File: src/rtl/ram_fifo_ctrl_pkg.sv
// ram_fifo_ctrl_pkg: shared sizing helpers for the RAM-backed FIFO controller
// and its RAM macro.
//   CLOG2      : ceil(log2(n)), address/counter width helper
//   obuf_depth : output-buffer entries needed to cover the RAM read latency
package ram_fifo_ctrl_pkg;

  function automatic int CLOG2(input int n);
    int r;
    int v;
    r = 0;
    v = n - 1;
    while (v > 0) begin
      r++;
      v = v >> 1;
    end
    return r;
  endfunction

  // One slot per in-flight read plus the word currently being presented,
  // so reads can be issued every cycle without a bubble while m_ready is high.
  function automatic int obuf_depth(input int ram_delay);
    return ram_delay + 1;
  endfunction

endpackage

File: src/rtl/ip_ram.sv
// ip_ram: simple dual-port RAM, write port A, read port B.
//   clka/ena/wea/addra/dina : synchronous write port
//   clkb/enb/addrb/doutb    : read port, doutb valid RAM_DELAY (1 or 2) cycles
//                             after the enb cycle
// Contents are never reset. No read-during-write bypass: the controller never
// reads an address in the cycle it is written.
module ip_ram
  import ram_fifo_ctrl_pkg::*;
#(
  parameter int RAM_DEEP          = 300,
  parameter int RAM_DATA_BITWIDTH = 8,
  parameter int RAM_DELAY         = 2,
  localparam int AW               = CLOG2(RAM_DEEP)
) (
  input  logic                         clka,
  input  logic                         ena,
  input  logic                         wea,
  input  logic [AW-1:0]                addra,
  input  logic [RAM_DATA_BITWIDTH-1:0] dina,
  input  logic                         clkb,
  input  logic                         enb,
  input  logic [AW-1:0]                addrb,
  output logic [RAM_DATA_BITWIDTH-1:0] doutb
);

  logic [RAM_DATA_BITWIDTH-1:0] mem [RAM_DEEP];
  logic [RAM_DATA_BITWIDTH-1:0] rd_q;

  always_ff @(posedge clka) begin
    if (ena && wea) mem[addra] <= dina;
  end

  always_ff @(posedge clkb) begin
    if (ena && enb) rd_q <= mem[addrb];
  end

  generate
    if (RAM_DELAY >= 2) begin : g_d2
      logic [RAM_DATA_BITWIDTH-1:0] rd_q2;
      always_ff @(posedge clkb) rd_q2 <= rd_q;
      assign doutb = rd_q2;
    end else begin : g_d1
      assign doutb = rd_q;
    end
  endgenerate

endmodule

File: src/rtl/ram_fifo_ctrl.sv
// ram_fifo_ctrl: FIFO built on a latency-RAM_DELAY RAM plus a small output
// buffer that hides the read latency.
//   clk, rst_n              : clock, async active-low reset
//   s_valid/s_ready/s_data  : write side, word taken when s_valid & s_ready
//   m_valid/m_ready/m_data  : read side, word consumed when m_valid & m_ready
//   count                   : words held (RAM + in flight + output buffer)
//   full/empty              : count at capacity / count zero
module ram_fifo_ctrl
  import ram_fifo_ctrl_pkg::*;
#(
  parameter int FIFO_DEEP      = 300,
  parameter int DATA_BITWIDTH  = 8,
  parameter int RAM_DELAY      = 2,
  localparam int CNT_BITWIDTH  = CLOG2(FIFO_DEEP + RAM_DELAY + 1)
) (
  input  logic                     clk,
  input  logic                     rst_n,
  input  logic                     s_valid,
  output logic                     s_ready,
  input  logic [DATA_BITWIDTH-1:0] s_data,
  output logic                     m_valid,
  input  logic                     m_ready,
  output logic [DATA_BITWIDTH-1:0] m_data,
  output logic [CNT_BITWIDTH-1:0]  count,
  output logic                     full,
  output logic                     empty
);

  localparam int ADDR_BITWIDTH = CLOG2(FIFO_DEEP);
  localparam int OBUF_DEPTH    = obuf_depth(RAM_DELAY);
  localparam int OIDX_W        = CLOG2(OBUF_DEPTH);
  localparam int OCNT_W        = CLOG2(OBUF_DEPTH + 1);

  logic [ADDR_BITWIDTH-1:0] wr_ptr, rd_ptr;
  logic [CNT_BITWIDTH-1:0]  ram_cnt;
  logic [RAM_DELAY:1]       vld_pipe;
  logic [OCNT_W-1:0]        obuf_cnt, inflight_cnt;
  logic [OCNT_W:0]          occ;
  logic [OIDX_W-1:0]        obuf_wr_idx, obuf_rd_idx;
  logic [DATA_BITWIDTH-1:0] obuf [OBUF_DEPTH];
  logic [DATA_BITWIDTH-1:0] ram_dout;
  logic                     accept, pop, rd_en, ret;

  function automatic logic [ADDR_BITWIDTH-1:0] ptr_inc(input logic [ADDR_BITWIDTH-1:0] p);
    return (p == ADDR_BITWIDTH'(FIFO_DEEP - 1)) ? '0 : p + 1'b1;
  endfunction

  function automatic logic [OIDX_W-1:0] oidx_inc(input logic [OIDX_W-1:0] p);
    return (p == OIDX_W'(OBUF_DEPTH - 1)) ? '0 : p + 1'b1;
  endfunction

  assign s_ready = (ram_cnt < CNT_BITWIDTH'(FIFO_DEEP));
  assign m_valid = (obuf_cnt != '0);
  assign m_data  = obuf[obuf_rd_idx];
  assign accept  = s_valid & s_ready;
  assign pop     = m_valid & m_ready;
  assign ret     = vld_pipe[RAM_DELAY];
  assign full    = (count == CNT_BITWIDTH'(FIFO_DEEP + RAM_DELAY + 1));
  assign empty   = (count == '0);

  always_comb begin
    inflight_cnt = '0;
    for (int i = 1; i <= RAM_DELAY; i++) inflight_cnt = inflight_cnt + OCNT_W'(vld_pipe[i]);
  end

  // Reserve an output-buffer slot for every read in flight; a pop this cycle
  // frees one, which is what keeps the read stream bubble-free.
  assign occ   = {1'b0, obuf_cnt} + {1'b0, inflight_cnt} - (OCNT_W + 1)'(pop);
  assign rd_en = (ram_cnt != '0) && (occ < (OCNT_W + 1)'(OBUF_DEPTH));

  ip_ram #(
    .RAM_DEEP          (FIFO_DEEP),
    .RAM_DATA_BITWIDTH (DATA_BITWIDTH),
    .RAM_DELAY         (RAM_DELAY)
  ) u_ram (
    .clka  (clk),
    .ena   (1'b1),
    .wea   (accept),
    .addra (wr_ptr),
    .dina  (s_data),
    .clkb  (clk),
    .enb   (rd_en),
    .addrb (rd_ptr),
    .doutb (ram_dout)
  );

  always_ff @(posedge clk or negedge rst_n) begin
    if (!rst_n) begin
      wr_ptr      <= '0;
      rd_ptr      <= '0;
      ram_cnt     <= '0;
      vld_pipe    <= '0;
      obuf_cnt    <= '0;
      obuf_wr_idx <= '0;
      obuf_rd_idx <= '0;
      count       <= '0;
    end else begin
      if (accept) wr_ptr <= ptr_inc(wr_ptr);
      if (rd_en)  rd_ptr <= ptr_inc(rd_ptr);
      ram_cnt <= ram_cnt + CNT_BITWIDTH'(accept) - CNT_BITWIDTH'(rd_en);
      vld_pipe[1] <= rd_en;
      for (int i = 2; i <= RAM_DELAY; i++) vld_pipe[i] <= vld_pipe[i-1];
      if (ret) obuf_wr_idx <= oidx_inc(obuf_wr_idx);
      if (pop) obuf_rd_idx <= oidx_inc(obuf_rd_idx);
      obuf_cnt <= obuf_cnt + OCNT_W'(ret) - OCNT_W'(pop);
      count    <= count + CNT_BITWIDTH'(accept) - CNT_BITWIDTH'(pop);
    end
  end

  // Buffer storage needs no reset; obuf_cnt qualifies it.
  always_ff @(posedge clk) begin
    if (ret) obuf[obuf_wr_idx] <= ram_dout;
  end

endmodule

File: config.mk
export PLATFORM = sky130hd
export DESIGN_NAME = ram_fifo_ctrl
export DESIGN_NICKNAME = d
export VERILOG_FILES = /design/src/rtl/ram_fifo_ctrl_pkg.sv /design/src/rtl/ip_ram.sv /design/src/rtl/ram_fifo_ctrl.sv
export SDC_FILE = /design/constraint.sdc
export NUM_CORES = 2
export LEC_CHECK = 0
export CAP_MARGIN = 30
export CORE_MARGIN = 5
export CORE_UTILIZATION = 34
export DETAILED_ROUTE_END_ITERATION = 6
export PLACE_DENSITY_LB_ADDON = 0.08
export SETUP_SLACK_MARGIN = 0.02
export SLEW_MARGIN = 20
export SYNTH_ARGS = -nofsm -noshare
export SYNTH_HDL_FRONTEND = slang
export SYNTH_SLANG_ARGS = --single-unit
File: constraint.sdc
create_clock -name clk -period 5.9 [get_ports clk]
set_input_delay 0.885 -clock clk [delete_from_list [all_inputs] [get_ports clk]]
set_output_delay 0.885 -clock clk [all_outputs]
set_load 0.02 [all_outputs]
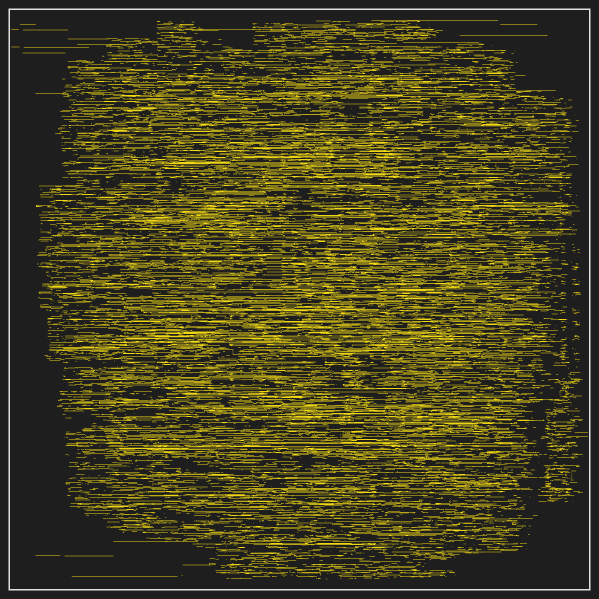
Figure 1: metal 1.
nets with wire on the layer	4963
longest straight run	190 um
main direction	horizontal
share of all routed wire	45%
GR Util met1: 29.0%
final WL: 300000 um

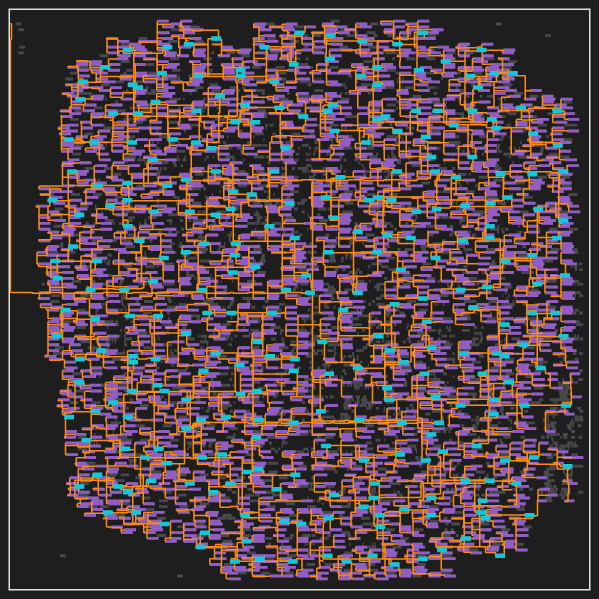
Figure 2: clock wires, drivers and flops.
[purple] flip-flops | count: 2484
[orange] clock wires | length: 32.8 mm
[cyan] clock drivers | count: 287
flops lie	all over the die
routed clock nets	288
Clock power frac: 31.8%
Clock Latency Late Sink: 870 ps
clock skew: 56.2 ps
Power Clock: 17100 uW

==> run summary <==
final hold violations - 0
yosys simple share - 2.90%
Top Metal Used - met4
Synth cell types - 67
Post-Synth XOR/XNOR Area - 0.234%
synthesis-to-layout area growth - 14.9%
gr ovfl total - 0
post-CTS sizing - 0
core area - 285000 um^2
worst slew pin tran - 1150 ps
CP Capture Type - register
top cells by count - 2432 x edfxtp_1, 514 x mux4_2, 363 x nor2_1
pwr/cell area - 480 nW/um^2
# setup viols final - 0
Synth Net Count - 4839
Max Slew Vio Count - 0
Post-CTS Hold Fix Bufs - 0
RR Startpoint - ram_cnt[4]
Post-CTS Setup Bufs - 0
die area - 297000 um^2
Setup TNS Final - 0 ps
Die Ht - 545 um
Hold Path Class - in2async
worst r2r dst - u_ram.mem[179][4]
first-pass GRT wire length - 416000 um
Synth logic family - multiplexers
top power group - sequential cells
Final Cycle Share - 81.5%
Reg2Reg Setup Slack - 1090 ps
Routed WL per cell - 33.3 um
Comb power frac - 30.2%
DRT met1 WL - 136000 um
FP Rows - 196
Internal - 35900 uW
register share after synthesis - 76.4%
routed vias - 48600
global route hottest layer - met2
sw frac - 33.2%
yosys adder share - 0.545%
fillers - 25600
max_cap viols - 0
First DRT Iteration DRCs - 4741
number of enable flip-flop cells - 2432
top_reg_cell synth - edfxtp_1
Regs by FF count - u_ram.mem: 2400 flops, obuf: 24 flops
Top reg by flops - u_ram.mem
CP Data Arrival Time - 5290 ps
startpoint types - register
Top cells by area - edfxtp_1 75%, mux4_2 12%, mux2i_1 2.4%
CTS Root Cell - clkbuf_16
initial antenna violation count - 23
chip width - 545 um
CP endpoint - u_ram.mem[179][4]
met3 wire length - 15500 um
CTS Sinks - 2484
total track usage - 20.0%
aoi share - 3.35%
outcome - completed
Synth Area per Inst - 20.3 um^2
number of CTS-inserted buffers - 287
post-route ant nets - 0
R2R depth - 11
clock tree buffer depth - 4
TritonCTS clock tree - done
Syn. warnings - 0
Largest register FFs - 2400
CTS clock-pin slew for the worst setup and hold paths - 60 ps
Mux area share - 14.6%
unrepaired setup endpoints after global routing - false
Placer Congestion - 0.767
ys async rst share - 1.77%
crit-path max FO - 12
htree depth - 5
Yosys chip area - 97300 um^2
Req. time, crit path - 6380 ps
critical path class - reg2reg
count leader, synth - edfxtp_1
largest net degree at the start of global routing - 149
share of power burned in registers - 38.0%
tool warnings - 73
met3 usage - 3.00%
Core Density at Floorplan - 34.1%
post-DP HPWL - 183000 um
Syn Std Cell Area - 97300 um^2
met2 GRT Util - 32.4%
Peak VDD IR - 0.000314 V
drt drc - 0
Lkg Pwr - 0.0351 uW
share of layout cells above drive strength 1 - 22.4%
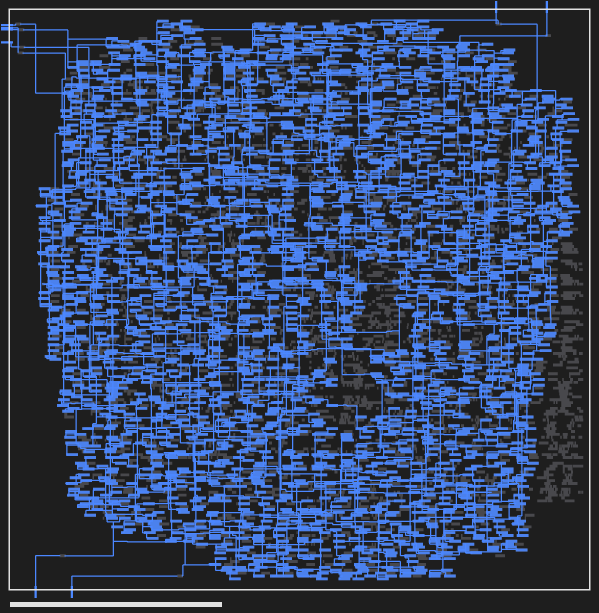
Figure 3: nets reached from selected ports.
The bar under the picture is 200 um long.
colour	port	bits	direction	end cells	buffers	wire
blue	s_data	8	input	2400	28	43.2 mm
I/O pin count: 33
IO Port Bufs: 32

==> critical path: stages, from the launching register on <==
cell	delay (ps)
dfrtp_1	360
inv_1	70
ha_1	200
a21oi_1	190
o21ai_0	120
a21oi_1	190
and2_1	240
clkinv_1	480
nor3_1	690
nand2_2	750
buf_4	480
nor2_1	670
==> final cells by class <==
type | instances | area [um^2] | share of cell area, %
sequential | 2484 | 74300 | 66.5
multi-input combinational | 1981 | 21200 | 19.0
clock buffer | 374 | 7730 | 6.91
tap | 3762 | 4710 | 4.21
timing repair buffer | 243 | 2530 | 2.26
clock inverter | 134 | 1140 | 1.02
inverter | 41 | 159 | 0.142
antenna | 4 | 10.0 | 0.00895
==> through the flow <==
step	area [um^2]	setup slack, ps	power (uW)	utilization [%]	hold WS (ps)
floorplan	97300	711	30100	-	323
global placement	102000	680	37200	35.9	368
detailed placement	103000	759	37300	36.1	378
CTS	112000	1060	54500	39.2	137
global route	112000	822	55700	39.2	181
finish	112000	1090	53700	39.2	147
==> placed cells by master, fill, tap and decap left out, types with 26 or more instances in the layout <==
cell type | synthesis | final
clkbuf_1 | 95 | 75
nand2_1 | 151 | 139
dfrtp_1 | 44 | 37
a211oi_1 | 32 | 31
mux4_2 | 514 | 514
buf_4 | 46 | 163
clkinv_2 | 0 | 46
nor2_1 | 363 | 353
o21ai_0 | 64 | 64
a22oi_1 | 99 | 99
a21oi_1 | 98 | 98
nand3_1 | 42 | 42
clkbuf_16 | 0 | 296
clkinv_1 | 2 | 55
edfxtp_1 | 2432 | 2432
inv_1 | 39 | 38
a221oi_1 | 43 | 43
nor3_1 | 26 | 26
mux2i_1 | 233 | 233
ha_1 | 36 | 36
buf_12 | 6 | 31
Power is estimated from default activity; no workload was simulated.
